**Cell classes on the final placement**

The bar under the picture is 50 µm long.
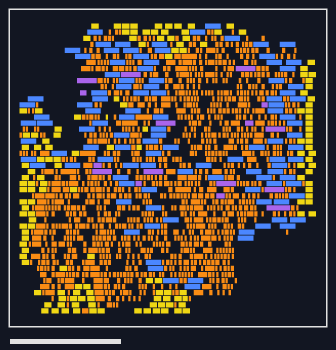
**Met2 routing**

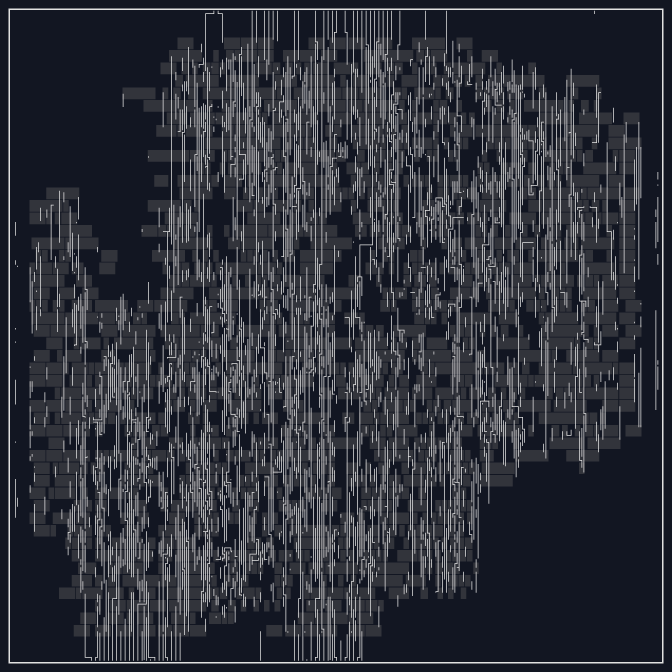
**Placed standard cells**

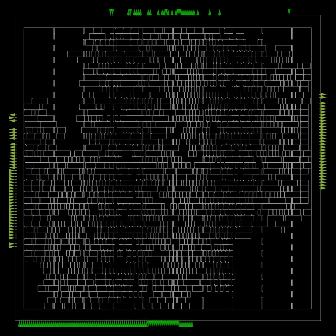
**Clock wires, drivers and flops**

The bar under the picture is 50 µm long.
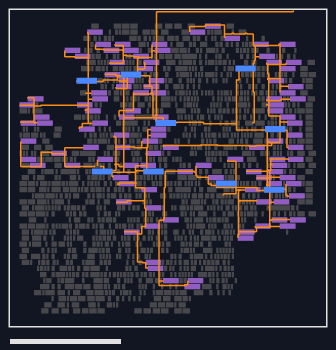
**Selected gate families**

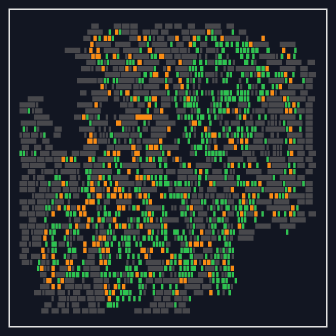
## src/rtl/player_physics.sv

```systemverilog
// player_physics: per-frame walk/jump/gravity integration with axis-by-axis collision response; define PHYSICS_DOUBLE_JUMP_EN to allow one air jump
module player_physics #(
  parameter logic [15:0] START_X    = 16'd100,
  parameter logic [15:0] START_Y    = 16'd100,
  parameter logic [15:0] X_MAX      = 16'd639,
  parameter logic [15:0] Y_MAX      = 16'd479,
  parameter logic [7:0]  WALK_SPEED = 8'd3,
  parameter logic [7:0]  JUMP_VEL   = 8'd12,
  parameter logic [7:0]  GRAVITY    = 8'd1,
  parameter logic [7:0]  MAX_FALL   = 8'd8
) (
  input  logic              clock,
  input  logic              reset_n,
  input  logic              frame_tick,
  input  logic              btn_left,
  input  logic              btn_right,
  input  logic              btn_jump,
  input  logic [31:0]       player_size,
  input  logic [31:0]       stage_pos,
  input  logic [31:0]       stage_size,
  input  logic [3:0]        coll,
  output logic [31:0]       probe_pos,
  output logic [31:0]       player_pos,
  output logic signed [7:0] vel_x,
  output logic signed [7:0] vel_y,
  output logic              grounded,
  output logic [1:0]        jumps_left,
  output logic              busy,
  output logic              done,
  output logic              ko
);
`ifdef PHYSICS_DOUBLE_JUMP_EN
  localparam logic [1:0] JMAX = 2'd2;
`else
  localparam logic [1:0] JMAX = 2'd1;
`endif
  localparam logic [2:0] IDLE    = 3'd0;
  localparam logic [2:0] CALC    = 3'd1;
  localparam logic [2:0] PROBE_X = 3'd2;
  localparam logic [2:0] PROBE_Y = 3'd3;
  localparam logic [2:0] COMMIT  = 3'd4;
  logic [2:0] state;
  logic l, r, jump_edge, jump_prev;
  logic [15:0] x, y, px, py;
  logic signed [7:0] vx, vy;
  logic [16:0] sx, sy;
  logic [8:0] vy_fall;
  logic unused_bits;
  assign unused_bits = ^{player_size[31:16], stage_pos[31:16], stage_size[31:16]};
  assign sx = {1'b0, x} + {{9{vx[7]}}, vx};
  assign sy = {1'b0, y} + {{9{vy[7]}}, vy};
  assign px = sx[16] ? 16'd0 : (sx[15:0] > X_MAX ? X_MAX : sx[15:0]);
  assign py = sy[16] ? 16'd0 : sy[15:0];
  assign vy_fall = {vy[7], vy} + {GRAVITY[7], GRAVITY};
  assign probe_pos = state == PROBE_X ? {px, y} : state == PROBE_Y ? {x, py} : {x, y};
  assign busy = state != IDLE;
  // frame sequencer: working x/y/vx/vy always equal the committed values while idle
  always_ff @(posedge clock)
    if (!reset_n) begin
      state      <= IDLE;
      x          <= START_X;
      y          <= START_Y;
      vx         <= '0;
      vy         <= '0;
      player_pos <= {START_X, START_Y};
      vel_x      <= '0;
      vel_y      <= '0;
      grounded   <= 1'b0;
      jumps_left <= JMAX;
      done       <= 1'b0;
      ko         <= 1'b0;
      l          <= 1'b0;
      r          <= 1'b0;
      jump_edge  <= 1'b0;
      jump_prev  <= 1'b0;
    end else begin
      done <= 1'b0;
      ko   <= 1'b0;
      case (state)
        IDLE:
          if (frame_tick) begin
            state     <= CALC;
            l         <= btn_left;
            r         <= btn_right;
            jump_edge <= btn_jump & ~jump_prev;
            jump_prev <= btn_jump;
          end
        CALC: begin
          state <= PROBE_X;
          vx    <= (l & ~r) ? 8'd0 - WALK_SPEED : (r & ~l) ? WALK_SPEED : 8'd0;
          if (jump_edge && jumps_left != 2'd0) begin
            vy         <= 8'd0 - JUMP_VEL;
            jumps_left <= jumps_left - 2'd1;
            grounded   <= 1'b0;
          end else
            vy <= $signed(vy_fall) > $signed({MAX_FALL[7], MAX_FALL}) ? MAX_FALL : vy_fall[7:0];
        end
        PROBE_X: begin
          state <= PROBE_Y;
          if ((vx[7] && coll[3]) || (!vx[7] && vx != 8'sd0 && coll[2]))
            vx <= '0;
          else
            x <= px;
        end
        PROBE_Y: begin
          state <= COMMIT;
          if (!vy[7] && coll[1]) begin
            y          <= stage_pos[15:0] - player_size[15:0];
            vy         <= '0;
            grounded   <= 1'b1;
            jumps_left <= JMAX;
          end else if (vy[7] && coll[0]) begin
            y  <= stage_pos[15:0] + stage_size[15:0];
            vy <= '0;
          end else begin
            y        <= py;
            grounded <= 1'b0;
          end
        end
        COMMIT: begin
          state <= IDLE;
          done  <= 1'b1;
          if (y > Y_MAX) begin
            x          <= START_X;
            y          <= START_Y;
            vx         <= '0;
            vy         <= '0;
            player_pos <= {START_X, START_Y};
            vel_x      <= '0;
            vel_y      <= '0;
            jumps_left <= JMAX;
            grounded   <= 1'b0;
            ko         <= 1'b1;
          end else begin
            player_pos <= {x, y};
            vel_x      <= vx;
            vel_y      <= vy;
          end
        end
        default: state <= IDLE;
      endcase
    end
endmodule

```

## config.mk

```make
export PLATFORM = sky130hd
export DESIGN_NAME = player_physics
export DESIGN_NICKNAME = d
export VERILOG_FILES = /design/src/rtl/player_physics.sv
export SDC_FILE = /design/constraint.sdc
export NUM_CORES = 1
export LEC_CHECK = 0
export ABC_AREA = 1
export CORE_MARGIN = 4
export CORE_UTILIZATION = 47
export DETAILED_ROUTE_END_ITERATION = 8
export HOLD_SLACK_MARGIN = 0.02
export PLACE_DENSITY = 0.84
export RECOVER_POWER = 100
export SLEW_MARGIN = 20
export SYNTH_ARGS = -nofsm -noshare
export SYNTH_HDL_FRONTEND = slang
export SYNTH_SLANG_ARGS = --single-unit
```

## constraint.sdc

```tcl
create_clock -name clock -period 6.6 [get_ports clock]
set_input_delay 1.32 -clock clock [delete_from_list [all_inputs] [get_ports clock]]
set_output_delay 1.32 -clock clock [all_outputs]
set_load 0.05 [all_outputs]
```

==> results_dict.tcl <==
# yosys + openroad results
set metrics [dict create \
    status "finished, violations left" \
    violations "capacitance limit, slew limit" \
    wl_per_cell_um 14.4 \
    fin_setup_tns_ns 0 \
    drv_slew 54 \
    powerComb_w 0.000565 \
    viasPerCell 5.34 \
    ys_cells 1359 \
    ys_sh_simple_pct 35.6 \
    clk_pin_slew_worst_paths_ns 0.07 \
    ir_worst_vdd_mv 0.164 \
    grtUsageMet2_pct 37.8 \
    top_cells_by_count "nand2_1, inv_1, a21oi_1" \
    cap_violations 1 \
    drtPass1Iterations 5 \
    drtAntennaViolNets 0 \
    grt-busiest-layer "met2" \
    maxUsedRoutingLayer "met4" \
    postSynthSeqShare_pct 25.7 \
    compound_area_share_pct 15.5 \
    cts.sinks 108 \
    worst_r2r_endpoint "vy[5]" \
    top_cell_area_share_pct 25.7 \
    warnings 76 \
]
Back to the opening pictures, 'cell classes on the final placement':
- clock drivers and dummy loads: purple (cells 16)
- other buffers and delay cells: yellow (cells 148)
- flip-flops: blue (cells 108)
- all other logic: orange (cells 1213)

Back to the opening pictures, 'met2 routing':
- main direction: vertical
- longest straight run: 52.4 µm
- nets with wire on the layer: 1239
- share of all routed wire: 43%
- wire length on this layer: 10700 µm

Back to the opening pictures, 'placed standard cells':
Row Count: 48
registers: 108
Util after Layout: 59.2%
fillers: 1656

Back to the opening pictures, 'clock wires, drivers and flops':
- clock wires: orange (length 1420 µm)
- flip-flops: purple (count 108)
- cells driving clock nets: blue (count 9)
- routed clock nets: 10

Back to the opening pictures, 'selected gate families':
- inverting AOI/OAI gates: orange (cells 224; most used a21oi_1; where all over the die)
- NAND gates: green (cells 590; most used nand2_1)

